Fig. 1: wiring by layer
The bar under the picture is 50 µm long.
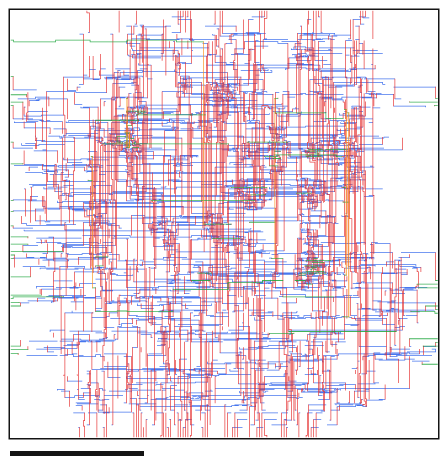
Fig. 2: placement view
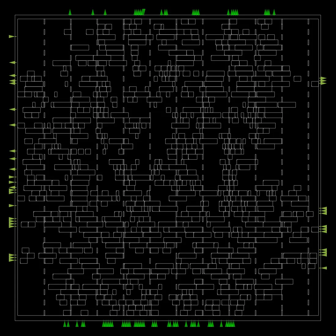
Fig. 3: clock network drawn from the DEF
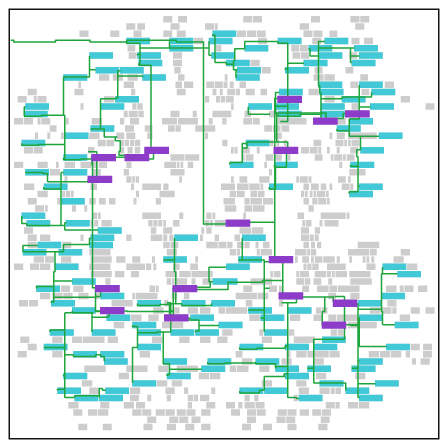
## src/rtl/bcd_pkg.sv

```systemverilog
// bcd_pkg: shared constants, state encoding and digit check for the BCD add/sub sequencer
package bcd_pkg;
    localparam int DW = 4;
    localparam logic OP_ADD = 1'b0;
    localparam logic OP_SUB = 1'b1;
    typedef enum logic [1:0] {IDLE, PASS1, FIX, DONE} state_t;
    function automatic logic is_bcd(input logic [DW-1:0] n);
        return n <= 4'd9;
    endfunction
endpackage

```

## src/rtl/bcd_addsub_seq_if.sv

```systemverilog
// bcd_addsub_seq_if: host-side start/done handshake, operands and result fields
interface bcd_addsub_seq_if import bcd_pkg::*; #(parameter int NDIG = 8);
    logic start, op, busy, done, cout, neg, err;
    logic [DW*NDIG-1:0] a, b, result;
    modport master (output start, op, a, b, input busy, done, result, cout, neg, err);
    modport slave (input start, op, a, b, output busy, done, result, cout, neg, err);
endinterface

```

## src/rtl/bcd2_slice.sv

```systemverilog
// bcd2_slice: combinational 2-digit BCD adder; M=1 nine's-complements B first
module bcd2_slice (
    input  logic [7:0] A,
    input  logic [7:0] B,
    input  logic       CIN,
    input  logic       M,
    output logic [7:0] F,
    output logic       COUT
);
    logic [3:0] b0, b1;
    logic [4:0] s0, s1;
    logic       c0;
    always_comb begin
        b0 = M ? 4'd9 - B[3:0] : B[3:0];
        b1 = M ? 4'd9 - B[7:4] : B[7:4];
        s0 = 5'(A[3:0]) + 5'(b0) + 5'(CIN);
        c0 = s0 > 5'd9;
        s1 = 5'(A[7:4]) + 5'(b1) + 5'(c0);
        COUT = s1 > 5'd9;
        // subtracting 10 from a 4-bit digit is the same as adding 6 modulo 16
        F = {COUT ? s1[3:0] + 4'd6 : s1[3:0], c0 ? s0[3:0] + 4'd6 : s0[3:0]};
    end
endmodule

```

## src/rtl/bcd_addsub_seq.sv

```systemverilog
// bcd_addsub_seq: runs one shared 2-digit BCD slice over NDIG digits, LS pair first;
// a borrowing subtract takes a second pass to turn the ten's complement into a magnitude.
module bcd_addsub_seq import bcd_pkg::*; #(parameter int NDIG = 8) (
    input logic clk,
    input logic rst,
    bcd_addsub_seq_if.slave bus
);
    localparam int P = NDIG / 2;
    localparam int IW = P > 1 ? $clog2(P) : 1;
    localparam int W = DW * NDIG;
    state_t state_q, state_d;
    logic [IW-1:0] idx_q, idx_d;
    logic carry_q, carry_d, op_q, op_d, cout_q, cout_d, neg_q, neg_d, err_q, err_d;
    logic [W-1:0] a_q, a_d, b_q, b_d, work_q, work_d, result_q, result_d;
    logic bad, last, s_m, s_cout;
    logic [7:0] s_a, s_b, s_f;
    always_comb begin
        bad = 1'b0;
        for (int i = 0; i < NDIG; i++)
            bad = bad | !is_bcd(bus.a[DW*i +: DW]) | !is_bcd(bus.b[DW*i +: DW]);
    end
    assign last = idx_q == IW'(P - 1);
    // FIX computes 0 - R as 0 + (99..9 - R) + 1 across all pairs
    assign s_a = state_q == FIX ? 8'h00 : a_q[{idx_q, 3'b000} +: 8];
    assign s_b = state_q == FIX ? work_q[{idx_q, 3'b000} +: 8] : b_q[{idx_q, 3'b000} +: 8];
    assign s_m = state_q == FIX ? OP_SUB : op_q;
    bcd2_slice u_slice (.A(s_a), .B(s_b), .CIN(carry_q), .M(s_m), .F(s_f), .COUT(s_cout));
    always_comb begin
        state_d = state_q;
        idx_d = idx_q;
        carry_d = carry_q;
        op_d = op_q;
        a_d = a_q;
        b_d = b_q;
        work_d = work_q;
        result_d = result_q;
        cout_d = cout_q;
        neg_d = neg_q;
        err_d = err_q;
        case (state_q)
            IDLE, DONE: begin
                if (bus.start && bad) begin
                    state_d = DONE;
                    result_d = '0;
                    cout_d = 1'b0;
                    neg_d = 1'b0;
                    err_d = 1'b1;
                end else if (bus.start) begin
                    state_d = PASS1;
                    a_d = bus.a;
                    b_d = bus.b;
                    op_d = bus.op;
                    idx_d = '0;
                    carry_d = bus.op;
                end else begin
                    state_d = IDLE;
                end
            end
            default: begin
                work_d[{idx_q, 3'b000} +: 8] = s_f;
                carry_d = s_cout;
                idx_d = idx_q + 1'b1;
                if (last && state_q == PASS1 && op_q == OP_SUB && !s_cout) begin
                    state_d = FIX;
                    idx_d = '0;
                    carry_d = 1'b1;
                end else if (last) begin
                    state_d = DONE;
                    result_d = work_d;
                    cout_d = state_q == PASS1 && op_q == OP_ADD && s_cout;
                    neg_d = state_q == FIX;
                    err_d = 1'b0;
                end
            end
        endcase
    end
    always_ff @(posedge clk or posedge rst) begin
        if (rst) begin
            state_q <= IDLE;
            idx_q <= '0;
            carry_q <= 1'b0;
            op_q <= 1'b0;
            a_q <= '0;
            b_q <= '0;
            work_q <= '0;
            result_q <= '0;
            cout_q <= 1'b0;
            neg_q <= 1'b0;
            err_q <= 1'b0;
        end else begin
            state_q <= state_d;
            idx_q <= idx_d;
            carry_q <= carry_d;
            op_q <= op_d;
            a_q <= a_d;
            b_q <= b_d;
            work_q <= work_d;
            result_q <= result_d;
            cout_q <= cout_d;
            neg_q <= neg_d;
            err_q <= err_d;
        end
    end
    assign bus.busy = state_q == PASS1 || state_q == FIX;
    assign bus.done = state_q == DONE;
    assign bus.result = result_q;
    assign bus.cout = cout_q;
    assign bus.neg = neg_q;
    assign bus.err = err_q;
endmodule

```

## src/flat_wrapper.sv

```systemverilog
// flat-port wrapper written by rule: the top's interface ports become plain ports
module bcd_addsub_seq_flat import bcd_pkg::*;
#(parameter int NDIG = 8)
  (clk, rst, bus_start, bus_op, bus_a, bus_b, bus_busy, bus_done, bus_result, bus_cout, bus_neg, bus_err);
  bcd_addsub_seq_if #(.NDIG(NDIG)) bus_i ();
  input logic clk;
  input logic rst;
  input wire logic [$bits(bus_i.start)-1:0] bus_start;
  input wire logic [$bits(bus_i.op)-1:0] bus_op;
  input wire logic [$bits(bus_i.a)-1:0] bus_a;
  input wire logic [$bits(bus_i.b)-1:0] bus_b;
  output wire logic [$bits(bus_i.busy)-1:0] bus_busy;
  output wire logic [$bits(bus_i.done)-1:0] bus_done;
  output wire logic [$bits(bus_i.result)-1:0] bus_result;
  output wire logic [$bits(bus_i.cout)-1:0] bus_cout;
  output wire logic [$bits(bus_i.neg)-1:0] bus_neg;
  output wire logic [$bits(bus_i.err)-1:0] bus_err;
  assign bus_i.start = bus_start;
  assign bus_i.op = bus_op;
  assign bus_i.a = bus_a;
  assign bus_i.b = bus_b;
  assign bus_busy = bus_i.busy;
  assign bus_done = bus_i.done;
  assign bus_result = bus_i.result;
  assign bus_cout = bus_i.cout;
  assign bus_neg = bus_i.neg;
  assign bus_err = bus_i.err;
  bcd_addsub_seq #(.NDIG(NDIG)) u_core (.clk(clk), .rst(rst), .bus(bus_i));
endmodule
```

## config.mk

```make
export PLATFORM = sky130hd
export DESIGN_NAME = bcd_addsub_seq_flat
export DESIGN_NICKNAME = d
export VERILOG_FILES = /design/src/rtl/bcd_pkg.sv /design/src/rtl/bcd_addsub_seq_if.sv /design/src/rtl/bcd2_slice.sv /design/src/rtl/bcd_addsub_seq.sv /design/src/flat_wrapper.sv
export SDC_FILE = /design/constraint.sdc
export NUM_CORES = 1
export LEC_CHECK = 0
export CAP_MARGIN = 20
export CORE_MARGIN = 1
export CORE_UTILIZATION = 30
export CTS_CLUSTER_SIZE = 14
export DETAILED_ROUTE_END_ITERATION = 8
export PLACE_DENSITY_LB_ADDON = 0.1
export RECOVER_POWER = 25
export SYNTH_ARGS = -nofsm -noshare
export SYNTH_HDL_FRONTEND = slang
export SYNTH_SLANG_ARGS = --single-unit
```

## constraint.sdc

```tcl
create_clock -name clk -period 7.8 [get_ports clk]
set_input_delay 2.34 -clock clk [delete_from_list [all_inputs] [get_ports clk]]
set_output_delay 2.34 -clock clk [all_outputs]
set_load 0.02 [all_outputs]
```

==> results_slide.txt <==
Synthesis and Place & Route Summary

Outcome
  • Outcome: finished with violations
  • Violated checks: capacitance limit, slew limit

Floorplanning
  • Core Util at FP: 30.6%
  • Chip Width: 160 µm
  • Die Y: 160 µm
  • I/O pin cnt: 105

Critical path
  • Crit path max-delay family: adder cells
  • CP Capture Type: flip-flop
  • Critical path fanouts, max: 16
  • CP max stage delay: 0.72 ns
  • Number of cells on the critical path: 22
  • R2r setup slk: 0.87 ns
  • CP Cell Sequence: mux4_2, nand2_1, nand2_1, inv_1, ha_1, nor2_1, a21oi_1, ha_1, and3b_1, or3_1, and2_1, a21o_1, fa_1, fa_1, xnor2_2, ha_1, inv_1, o2bb2ai_2, nor4_4, a211oi_4, buf_4, a22o_1
  • Startpoint Class: flip-flop
  • Setup crit end: u_core.bus.result[25]
  • CP Data Required Time: 8.15 ns
  • Most frequent CP cell: ha_1

Global route
  • GRT Overall Usage: 19.1%
  • Grt ovf: 0
  • Vias in the first global route: 6014
  • Global routing met3 resource utilization: 3.04%
  • Top Usage Layer GRT: met2
  • Antenna violations before repair: 0

Finish
  • Top cell excl fill/tap: dfrtp_1
  • Seq/total area: 36.1%
  • Buffering overhead: 12.0%
  • Gate Area: 3780 µm²
  • Seq cells: 137
  • Non-CTS inverters: 39
  • Top cell category: logic gates
  • Filler cell count: 2358
  • Non-clk bufs: 118
  • Antenna fix cells: 0
  • Sequential cell area: 3430 µm²
  • Layout cells sized above 1: 16.0%

Hold path
  • Hold Path Origin: u_core.b_q[7]
  • Worst hold path type: flip-flop to flip-flop
  • Hold endpoint: u_core.b_q[7]
  • Hold Path Stages: 1

Synthesis
  • Most common cell in the synthesized netlist: dfrtp_1
  • Distinct lib cells: 70
  • #FFs+latches synth: 137
  • Mux cell area share: 21.1%
  • Post-synth top area cell: dfrtp_1
  • Yosys Instances: 617
  • Area fraction in xor and xnor cells: 0.804%
  • Synthesis area per yosys: 7470 µm²
  • Share of the synthesized area in the top cell type: 45.9%
  • Compound-Gate Fraction of Synth Area: 15.0%
  • Cell area after synthesis: 7470 µm²
  • YS warnings: 0
  • FA/HA/MAJ Cells, Area Fraction: 4.25%
  • Ys async rst share: 100%

Clock network
  • CTS tree: built
  • Clock Tree Root: clkbuf_16
  • H-tree lvl count: 4
  • CTS Hold Bufs: 0
  • Num CTS Buffers: 17

Job
  • Log Warnings: 34
  • Max-cap viol count: 2

STA
  • Slew @ Worst Pin: 2.39 ns
  • Fin Hold WS: 0.491 ns
  • Setup tns final: 0 ns
  • Fin. max-slew vios: 90
  • Unrepaired setup endpoints after global routing: false
  • PnR worst setup slack: 0.870 ns
  • Final Skew: 0.0148 ns

Route
  • Drt initial violations: 337
  • Wire length on met3: 795 µm
  • Vias/cell: 5.26
  • Drt first pass iters: 5
  • Max Used Layer: met4
  • Post-route ant nets: 0
  • WL final: 23.4 mm
  • Via count: 5584
  • Met1 WL: 10.1 mm
  • DR WL met2: 12.2 mm

Placement
  • Global placer's final weighted congestion: 0.858
  • Pre-CTS WS: 0.849 ns
  • Post-Place Cells: 1031

Power
  • Internal power: 2030 µW
  • Clock power frac: 23.3%
  • Pwr Density: 376 nW/µm²
  • Register share of total power: 27.8%
  • Top pwr grp: combinational cells
  • Comb group: 1750 µW
  • Tot Pwr: 3570 µW
  • Sw power: 1550 µW
  • Leak Pwr: 0.00433 µW
  • P_clk: 832 µW
Back to the opening pictures, Fig. 1:
[metal 1] blue | wire length: 10100 µm
[metal 4] orange | wire length: 338 µm
[metal 3] green | wire length: 795 µm
[metal 2] red | wire length: 12200 µm

Back to the opening pictures, Fig. 2:
Layout Utilization: 39.0%
Non-Filler Instances: 1062
num rows: 57

Back to the opening pictures, Fig. 3:
[clock wires] green | length: 2040 µm
[clock drivers] purple | count: 17
[flip-flops] cyan | count: 137
routed clock nets: 18
flops lie: all over the die

Power is estimated from default activity; no workload was simulated.
